### Selected gate families, run 1

Scale: 3 px per um.
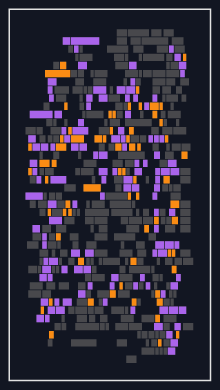
### Clock routing, run 1

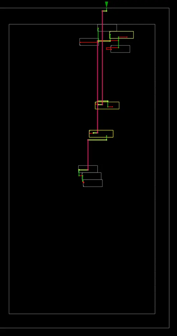
### Clock distribution, run 1

Scale: 3 px per um.
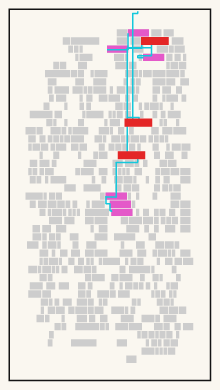
==> config.mk <==
export PLATFORM = sky130hd
export DESIGN_NAME = counter_updown
export DESIGN_NICKNAME = d
export VERILOG_FILES = /design/src/rtl/counter_updown.sv
export SDC_FILE = /design/constraint.sdc
export NUM_CORES = 1
export LEC_CHECK = 0
export CORE_ASPECT_RATIO = 2
export CORE_MARGIN = 5
export CORE_UTILIZATION = 48
export CTS_CLUSTER_SIZE = 40
export DETAILED_ROUTE_END_ITERATION = 16
export GPL_TIMING_DRIVEN = 0
export PLACE_DENSITY = 0.67
export SETUP_SLACK_MARGIN = 0.1
export SYNTH_ARGS = -nofsm -noshare
export SYNTH_HDL_FRONTEND = slang
export SYNTH_SLANG_ARGS = --single-unit
==> constraint.sdc <==
create_clock -name clk_i -period 22.9 [get_ports clk_i]
set_input_delay 3.435 -clock clk_i [delete_from_list [all_inputs] [get_ports clk_i]]
set_output_delay 3.435 -clock clk_i [all_outputs]
set_load 0.005 [all_outputs]
==> flow_summary.html <==
<h2>Synthesis and place &amp; route</h2>
<table>
<tr><th>Metric</th><th>Value</th></tr>
<tr><th colspan="2">STA</th></tr>
<tr><td>Highest attainable clock frequency</td><td>88.31 MHz</td></tr>
<tr><td>RSZ-0062 raised after global routing</td><td>no</td></tr>
<tr><td>Min Tclk post-route</td><td>11.32 ns</td></tr>
<tr><td>Number of hold-slack violations in the final timing report</td><td>0</td></tr>
<tr><td>Remaining max-slew budget at the tightest pin</td><td>0.5248</td></tr>
<tr><td>Period utilisation layout</td><td>0.4945</td></tr>
<tr><td>Setup slack of the critical path after layout</td><td>11.58 ns</td></tr>
<tr><th colspan="2">Clocking</th></tr>
<tr><td>CTS tree</td><td>yes</td></tr>
<tr><td># clock sinks</td><td>6</td></tr>
<tr><td>Clock Pin Slew Worst Setup and Hold Paths</td><td>0.03 ns</td></tr>
<tr><td>Number of buffers inserted to repair setup after CTS</td><td>0</td></tr>
<tr><td>Number of buffers inserted by hold repair at cts</td><td>0</td></tr>
<tr><th colspan="2">Finish</th></tr>
<tr><td>Non-clock buffer count</td><td>35</td></tr>
<tr><td>Finished Core Util</td><td>0.5528</td></tr>
<tr><td>Non-clock buffer area fraction after layout</td><td>0.07812</td></tr>
<tr><td>Biggest Area Class</td><td>combinational gates</td></tr>
<tr><td>Diodes inserted</td><td>0</td></tr>
<tr><td>Syn-to-layout area delta</td><td>12.44%</td></tr>
<tr><td>Area taken by flip-flops and latches</td><td>120.1 um^2</td></tr>
<tr><td>Post-route design area</td><td>3460 um^2</td></tr>
<tr><td>Total of fill cells in the finished design</td><td>654</td></tr>
<tr><td>Dominant logic cell types in the final layout</td><td>nor2_1 (34), a21oi_1 (31), inv_1 (30), ha_1 (29), nand2_1 (23)</td></tr>
<tr><td>Total area of multi-input combinational cells</td><td>2763 um^2</td></tr>
<tr><td>Count of nets after finishing</td><td>492</td></tr>
<tr><td>Count of inverters other than clock inverters in the layout</td><td>33</td></tr>
<tr><th colspan="2">Floorplan</th></tr>
<tr><td># IOs</td><td>22</td></tr>
<tr><td>Initial core utilization</td><td>0.4916</td></tr>
<tr><td>Chip area</td><td>8208 um^2</td></tr>
<tr><td>Number of tapcells</td><td>86</td></tr>
<tr><td>Row cnt</td><td>41</td></tr>
<tr><td>Floorplan Core Area</td><td>6259 um^2</td></tr>
<tr><td>Die extent in y</td><td>123.2 um</td></tr>
<tr><th colspan="2">Routing</th></tr>
<tr><td>Top routing layer used</td><td>met4</td></tr>
<tr><td>Via density per instance</td><td>6.460</td></tr>
<tr><td>Post-route DRC</td><td>0</td></tr>
<tr><td>Count of TritonRoute iterations in the first routing pass</td><td>4</td></tr>
<tr><td>Number of nets still failing antenna checks after routing</td><td>0</td></tr>
<tr><td>Routed wire length</td><td>9.542 mm</td></tr>
<tr><td>Routed length on met1</td><td>3.256 mm</td></tr>
<tr><td>Routed wire length on met3</td><td>302 um</td></tr>
<tr><th colspan="2">Flow run</th></tr>
<tr><td>Max capacitance violation total</td><td>0</td></tr>
<tr><th colspan="2">Synthesis</th></tr>
<tr><td>Most area-hungry cell type in the Yosys netlist</td><td>ha_1</td></tr>
<tr><td>Number of synthesized flops with an enable pin</td><td>0</td></tr>
<tr><td>YS chip area</td><td>3077 um^2</td></tr>
<tr><td>Area fraction in and, or, nand and nor cells after synthesis</td><td>0.2826</td></tr>
<tr><td>Most repeated cell in the gate-level netlist after synthesis</td><td>nor2_1</td></tr>
<tr><td>Synth cell count leaders</td><td>nor2_1 (34), a21oi_1 (31), inv_1 (30), ha_1 (29), nand2_1 (23)</td></tr>
<tr><td>Post-synthesis cell count</td><td>422</td></tr>
<tr><td># Cells Yosys</td><td>422</td></tr>
<tr><td>Sequential fraction of the synthesis area</td><td>0.03904</td></tr>
<tr><td>Main logic family after synthesis</td><td>AND-OR/OR-AND gates</td></tr>
<tr><td>Top cell type's share of synthesized area</td><td>0.1179</td></tr>
<tr><td>Synth warnings</td><td>0</td></tr>
<tr><td>Dominant cells by area after synthesis</td><td>ha_1 (12%), xnor2_1 (5.1%), a21oi_1 (5.0%)</td></tr>
<tr><td>Dominant register cell in the synthesized netlist</td><td>dfxtp_1</td></tr>
<tr><td>FFs w/ async S/R, synth</td><td>0</td></tr>
<tr><td>Average size of a mapped cell</td><td>7.291 um^2</td></tr>
<tr><td>Multiplexer share of the synthesized area</td><td>0.02440</td></tr>
<tr><td>Cell Type Count</td><td>89</td></tr>
<tr><th colspan="2">Worst setup path</th></tr>
<tr><td>Critical-path top delay cell</td><td>a21oi_1</td></tr>
<tr><td>CP max stage delay</td><td>0.60 ns</td></tr>
<tr><td>Count of cell instances traversed by the critical path</td><td>31</td></tr>
<tr><td>CP required</td><td>23.00 ns</td></tr>
<tr><td>Critical path fanouts, max</td><td>10</td></tr>
<tr><td>Setup slack, reg-to-reg</td><td>14.79 ns</td></tr>
<tr><td>Worst Setup Path Type</td><td>in2reg</td></tr>
<tr><td>Family with the most delay on the worst path</td><td>AND-OR/OR-AND gates</td></tr>
<tr><th colspan="2">Worst hold path</th></tr>
<tr><td>Class of the tightest hold or removal check</td><td>reg2reg</td></tr>
<tr><td>Worst hold path stage count</td><td>4</td></tr>
<tr><th colspan="2">Global route</th></tr>
<tr><td>Met1 routing resource usage after global routing</td><td>0.2199</td></tr>
<tr><td>Vias in the first global route</td><td>3,551</td></tr>
<tr><td>First-pass GRT wire length</td><td>15.84 mm</td></tr>
<tr><td>Congestion Overflow GR</td><td>0</td></tr>
<tr><td>Total Routing Usage GR</td><td>0.2444</td></tr>
<tr><td>GR met3 Demand/Resource</td><td>0.02091</td></tr>
<tr><td>Antenna violations before repair</td><td>0</td></tr>
<tr><th colspan="2">Place</th></tr>
<tr><td># port buffers</td><td>20</td></tr>
<tr><td>Placed Instance Area</td><td>3385 um^2</td></tr>
<tr><th colspan="2">Outcome</th></tr>
<tr><td>Run status</td><td>finished, final reports clean</td></tr>
</table>
Notes on 'Selected gate families' above:
legend:
  orange:
    family: NOR gates
    cells: 65
    most_used: nor2_1
  purple:
    family: inverting AOI/OAI gates
    cells: 119
    most_used: a21oi_1
fraction of area in multi-input gates: 0.7986
final non-filler cell total: 531

Notes on 'Clock routing' above:
clk_buf instances: 3
Worst-Skew Late Latency: 0.23 ns

Notes on 'Clock distribution' above:
legend:
  cyan:
    item: clock wires
    length: 160 um
  magenta:
    item: flip-flops
    count: 6
  red:
    item: cells driving clock nets
    count: 3
routed clock nets: 4
post-route clock skew: 0.001111 ns

